[src/rtl/alu_arbiter.sv]
// ----------------------------------------------------------------------------
// alu_arbiter: shares one combinational ALU between two valid/ready requesters.
// Optional macro ALU_ARB_RR_EN selects round-robin arbitration. Rev 1.0
// ----------------------------------------------------------------------------
`default_nettype none

module alu_arbiter #(
  parameter int DW = 32
) (
  input  logic          clk,
  input  logic          rst_n,
  input  logic [1:0]    req_valid,
  output logic [1:0]    req_ready,
  input  logic [3:0]    req_op0,
  input  logic [3:0]    req_op1,
  input  logic [DW-1:0] req_a0,
  input  logic [DW-1:0] req_b0,
  input  logic [DW-1:0] req_a1,
  input  logic [DW-1:0] req_b1,
  output logic [1:0]    rsp_valid,
  input  logic [1:0]    rsp_ready,
  output logic [DW-1:0] rsp_data0,
  output logic [DW-1:0] rsp_data1,
  output logic [1:0]    rsp_zero,
  output logic [DW-1:0] alu_a,
  output logic [DW-1:0] alu_b,
  output logic [3:0]    alu_op,
  input  logic [DW-1:0] alu_out,
  input  logic          alu_zero
);

  localparam logic [3:0] c_op_idle = 4'hF;

  logic          iss_v;
  logic          iss_id;
  logic [1:0]    w_elig;
  logic [1:0]    w_grant;
  logic [1:0]    r_rsp_v;
  logic [1:0]    r_rsp_zero;
  logic [DW-1:0] r_rsp_data [2];

  // A requester may reissue as soon as its slot is free or being drained now.
  assign w_elig[0] = req_valid[0] & ~(iss_v & ~iss_id) & (~r_rsp_v[0] | rsp_ready[0]);
  assign w_elig[1] = req_valid[1] & ~(iss_v &  iss_id) & (~r_rsp_v[1] | rsp_ready[1]);

`ifdef ALU_ARB_RR_EN
  logic r_last;

  assign w_grant[0] = w_elig[0] & (~w_elig[1] |  r_last);
  assign w_grant[1] = w_elig[1] & (~w_elig[0] | ~r_last);

  always_ff @(posedge clk or negedge rst_n) begin
    if (!rst_n) begin
      r_last <= 1'b1;
    end else if (|w_grant) begin
      r_last <= w_grant[1];
    end
  end
`else
  assign w_grant[0] = w_elig[0];
  assign w_grant[1] = w_elig[1] & ~w_elig[0];
`endif

  assign req_ready = rst_n ? w_grant : 2'b00;

  // Idle cycles force the null opcode so the ALU output reads as zero.
  always_ff @(posedge clk or negedge rst_n) begin
    if (!rst_n) begin
      alu_a  <= '0;
      alu_b  <= '0;
      alu_op <= c_op_idle;
      iss_v  <= 1'b0;
      iss_id <= 1'b0;
    end else if (w_grant[0]) begin
      alu_a  <= req_a0;
      alu_b  <= req_b0;
      alu_op <= req_op0;
      iss_v  <= 1'b1;
      iss_id <= 1'b0;
    end else if (w_grant[1]) begin
      alu_a  <= req_a1;
      alu_b  <= req_b1;
      alu_op <= req_op1;
      iss_v  <= 1'b1;
      iss_id <= 1'b1;
    end else begin
      alu_op <= c_op_idle;
      iss_v  <= 1'b0;
    end
  end

  for (genvar g = 0; g < 2; g++) begin : g_slot
    logic w_cap;
    assign w_cap = iss_v & (iss_id == 1'(g));

    always_ff @(posedge clk or negedge rst_n) begin
      if (!rst_n) begin
        r_rsp_v[g]    <= 1'b0;
        r_rsp_zero[g] <= 1'b0;
        r_rsp_data[g] <= '0;
      end else if (w_cap) begin
        r_rsp_v[g]    <= 1'b1;
        r_rsp_zero[g] <= alu_zero;
        r_rsp_data[g] <= alu_out;
      end else if (rsp_ready[g]) begin
        r_rsp_v[g]    <= 1'b0;
      end
    end
  end

  assign rsp_valid = r_rsp_v;
  assign rsp_zero  = r_rsp_zero;
  assign rsp_data0 = r_rsp_data[0];
  assign rsp_data1 = r_rsp_data[1];

endmodule

`default_nettype wire

[config.mk]
export PLATFORM = sky130hd
export DESIGN_NAME = alu_arbiter
export DESIGN_NICKNAME = d
export VERILOG_FILES = /design/src/rtl/alu_arbiter.sv
export SDC_FILE = /design/constraint.sdc
export NUM_CORES = 1
export LEC_CHECK = 0
export CAP_MARGIN = 10
export CORE_UTILIZATION = 41
export CTS_CLUSTER_SIZE = 28
export DETAILED_ROUTE_END_ITERATION = 10
export PLACE_DENSITY = 0.81
export RECOVER_POWER = 100
export SLEW_MARGIN = 20
export SYNTH_ARGS = -nofsm -noshare
export SYNTH_HDL_FRONTEND = slang
export SYNTH_SLANG_ARGS = --single-unit
[constraint.sdc]
create_clock -name clk -period 2.3 [get_ports clk]
set_clock_uncertainty 0.2 [all_clocks]
set_input_delay 0.46 -clock clk [delete_from_list [all_inputs] [get_ports clk]]
set_output_delay 0.46 -clock clk [all_outputs]
set_load 0.05 [all_outputs]
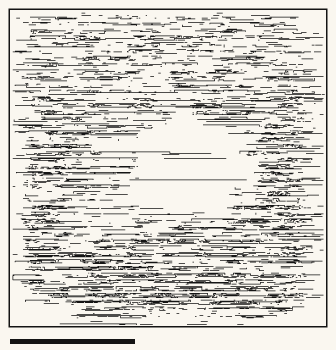
run_1/m1.png
The bar under the picture is 50 um long.
wire length on this layer = 8870 um
share of all routed wire = 39%

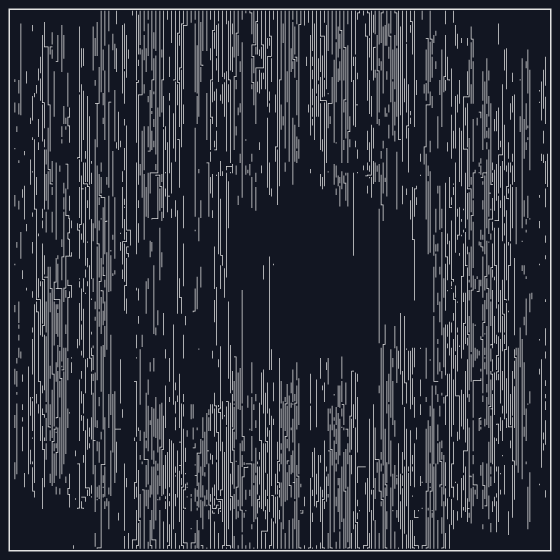
run_1/m2.png
nets with wire on the layer = 941
share of all routed wire = 49%
longest straight run = 41.8 um
count of vias placed by the detailed router: 6647
total wire length after detailed routing: 22900 um
met2 track demand over resource in global routing: 0.464

==> deck_impl_summary.md, run 1 <==
Flow Results at a Glance

Worst setup path
  – Arrival time at the worst endpoint: 1.72 ns
  – Launch instance of the worst register-to-register path: iss_v
  – Top cell family by delay on the critical path: buffers and inverters
  – Critical path destination: req_ready[1]

Clocking
  – PostCTS Resize Cnt: 13
  – Post-CTS Setup Repair Bufs: 1
  – Number of buffers created by CTS: 17

STA
  – Setup repair after global routing missed its margin: true
  – Post-layout worst setup margin: -0.0760 ns
  – Max-slew headroom: 0.453
  – Worst-Margin Slew: 0.821 ns
  – Final setup vio count: 2

Global route
  – Met1 global-route usage: 0.364
  – Number of antenna violations at the first check in global routing: 0

Finish
  – Fraction of standard cell area that is sequential: 0.334
  – Number of clock-tree buffers in the layout: 18
  – Flop count: 138
  – Comb/total area: 0.252
  – Antenna diode instance count: 0
  – Most frequently placed logic cells in the final layout: 259 x clkdlybuf4s50_1, 132 x dfrtp_1, 100 x nand2_1
  – Multi-input comb cells: 410

Place
  – Setup Slack @ Placement: -0.293 ns

Synth
  – Mapped Avg Cell Area: 10.0 um2
  – Dominant flop cell: dfrtp_1
  – Number of cells produced by synthesis: 638
  – Post-synth design cell area: 6390 um2
  – Share of the yosys chip area belonging to registers: 0.541
  – Mux share: 0.0582

Power and ir drop
  – Clock group power: 2.79 mW

Outcome
  – Violations in the final reports: negative setup slack
  – Outcome: finished with violations
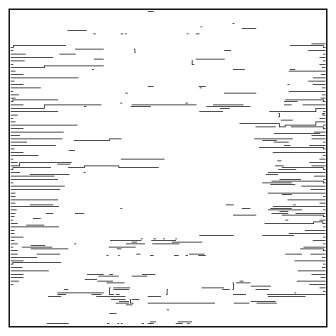
run_1/m3.png
longest straight run = 26.9 um
wire length on this layer = 2110 um
nets with wire on the layer = 215
share of all routed wire = 9.2%
main direction = horizontal

==> run 2, diff against run 1 <==
--- a/config.mk
+++ b/config.mk
@@ -15,3 +15,4 @@
 export SYNTH_ARGS = -nofsm -noshare
 export SYNTH_HDL_FRONTEND = slang
 export SYNTH_SLANG_ARGS = --single-unit
+export TNS_END_PERCENT = 20
==> deck_impl_summary.md, run 2 <==
Flow Results at a Glance

Outcome
  – Outcome: finished with violations
  – Violations in the final reports: negative setup slack

Finish
  – Area taken by flip-flops and latches: 3460 um2
  – Comb/total area: 0.252 (unchanged)
  – Flop count: 138 (unchanged)
  – Most frequently placed logic cells in the final layout: 259 x clkdlybuf4s50_1, 132 x dfrtp_1, 100 x nand2_1
  – Antenna diode instance count: 0 (unchanged)
  – Multi-input comb cells: 410 (unchanged)
  – Area occupied by multi-input gates: 2610 um2
  – Number of clock-tree buffers in the layout: 18 (unchanged)
  – Fraction of standard cell area that is sequential: 0.334 (unchanged)

Worst setup path
  – Launch instance of the worst register-to-register path: iss_v
  – Top cell family by delay on the critical path: buffers and inverters
  – Arrival time at the worst endpoint: 1.72 ns (about the same)
  – Critical path destination: req_ready[1]

Global route
  – Residual overflow from global routing: 0
  – Met2 track demand over resource in global routing: 0.464 (unchanged)
  – Wire length of the first global-routing pass: 36500 um
  – Number of antenna violations at the first check in global routing: 0 (unchanged)
  – Vias in the first global route: 6674
  – Grt met3 use: 0.0810

Floorplan
  – Site row count: 45
  – Die extent in y: 127 um

Clocking
  – PostCTS Resize Cnt: 13 (unchanged)
  – Number of buffers created by CTS: 17 (unchanged)
  – Post-CTS Setup Repair Bufs: 1 (unchanged)

Synth
  – Share of the yosys chip area belonging to registers: 0.541 (unchanged)
  – Area contributors post-synth: dfrtp_1 52%, o31ai_1 7.5%, a31oi_1 6.7%
  – Mapped Avg Cell Area: 10.0 um2 (unchanged)
  – Adder and majority cell fraction of the synthesized area: 0
  – Post-synth design cell area: 6390 um2 (unchanged)
  – Dominant flop cell: dfrtp_1
  – Number of storage elements in the synthesis netlist: 138
  – Number of cells in the yosys synthesis report: 638
  – Number of cells produced by synthesis: 638 (unchanged)
  – Mux share: 0.0582 (unchanged)

Power and ir drop
  – Portion of total power attributed to combinational logic: 0.599
  – Clock group power: 2.79 mW (about the same)

STA
  – Worst-Margin Slew: 0.821 ns (unchanged)
  – Max-slew headroom: 0.453 (unchanged)
  – Post-layout worst setup margin: -0.0760 ns (unchanged)
  – Setup repair after global routing missed its margin: true
  – Final setup vio count: 2 (unchanged)

Detailed routing
  – Drt drc: 0
  – Total wire length after detailed routing: 22900 um (unchanged)
  – Count of vias placed by the detailed router: 6647 (unchanged)

Place
  – Final weighted congestion in routability-driven placement: 0.814
  – Setup Slack @ Placement: -0.293 ns (unchanged)

Flow run
  – Log Warnings: 33
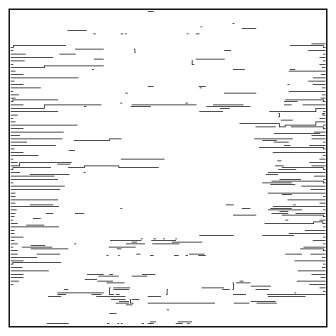
run_2/m3.png
longest straight run = 26.9 um
wire length on this layer = 2110 um

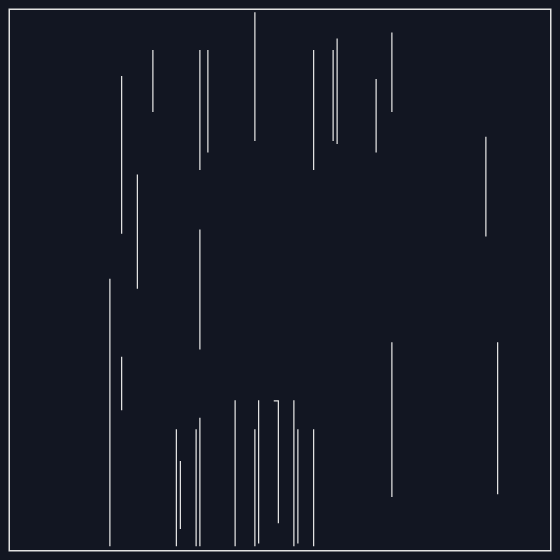
run_2/m4.png
main direction = vertical
share of all routed wire = 3.4%
wire length on this layer = 777 um

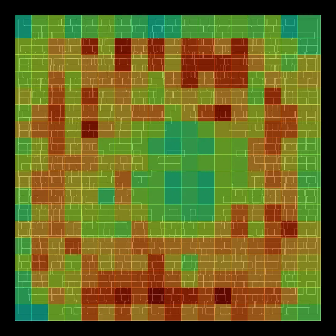
run_2/congestion_map.png
fin util: 0.681
routing layer with the top usage in global route: met2
met1 global-route usage: 0.364
average wire length per cell after detail routing: 20.7 um
global-route usage over all layers: 0.291

Power figures rest on the tool's default switching activity, not on a simulated workload.
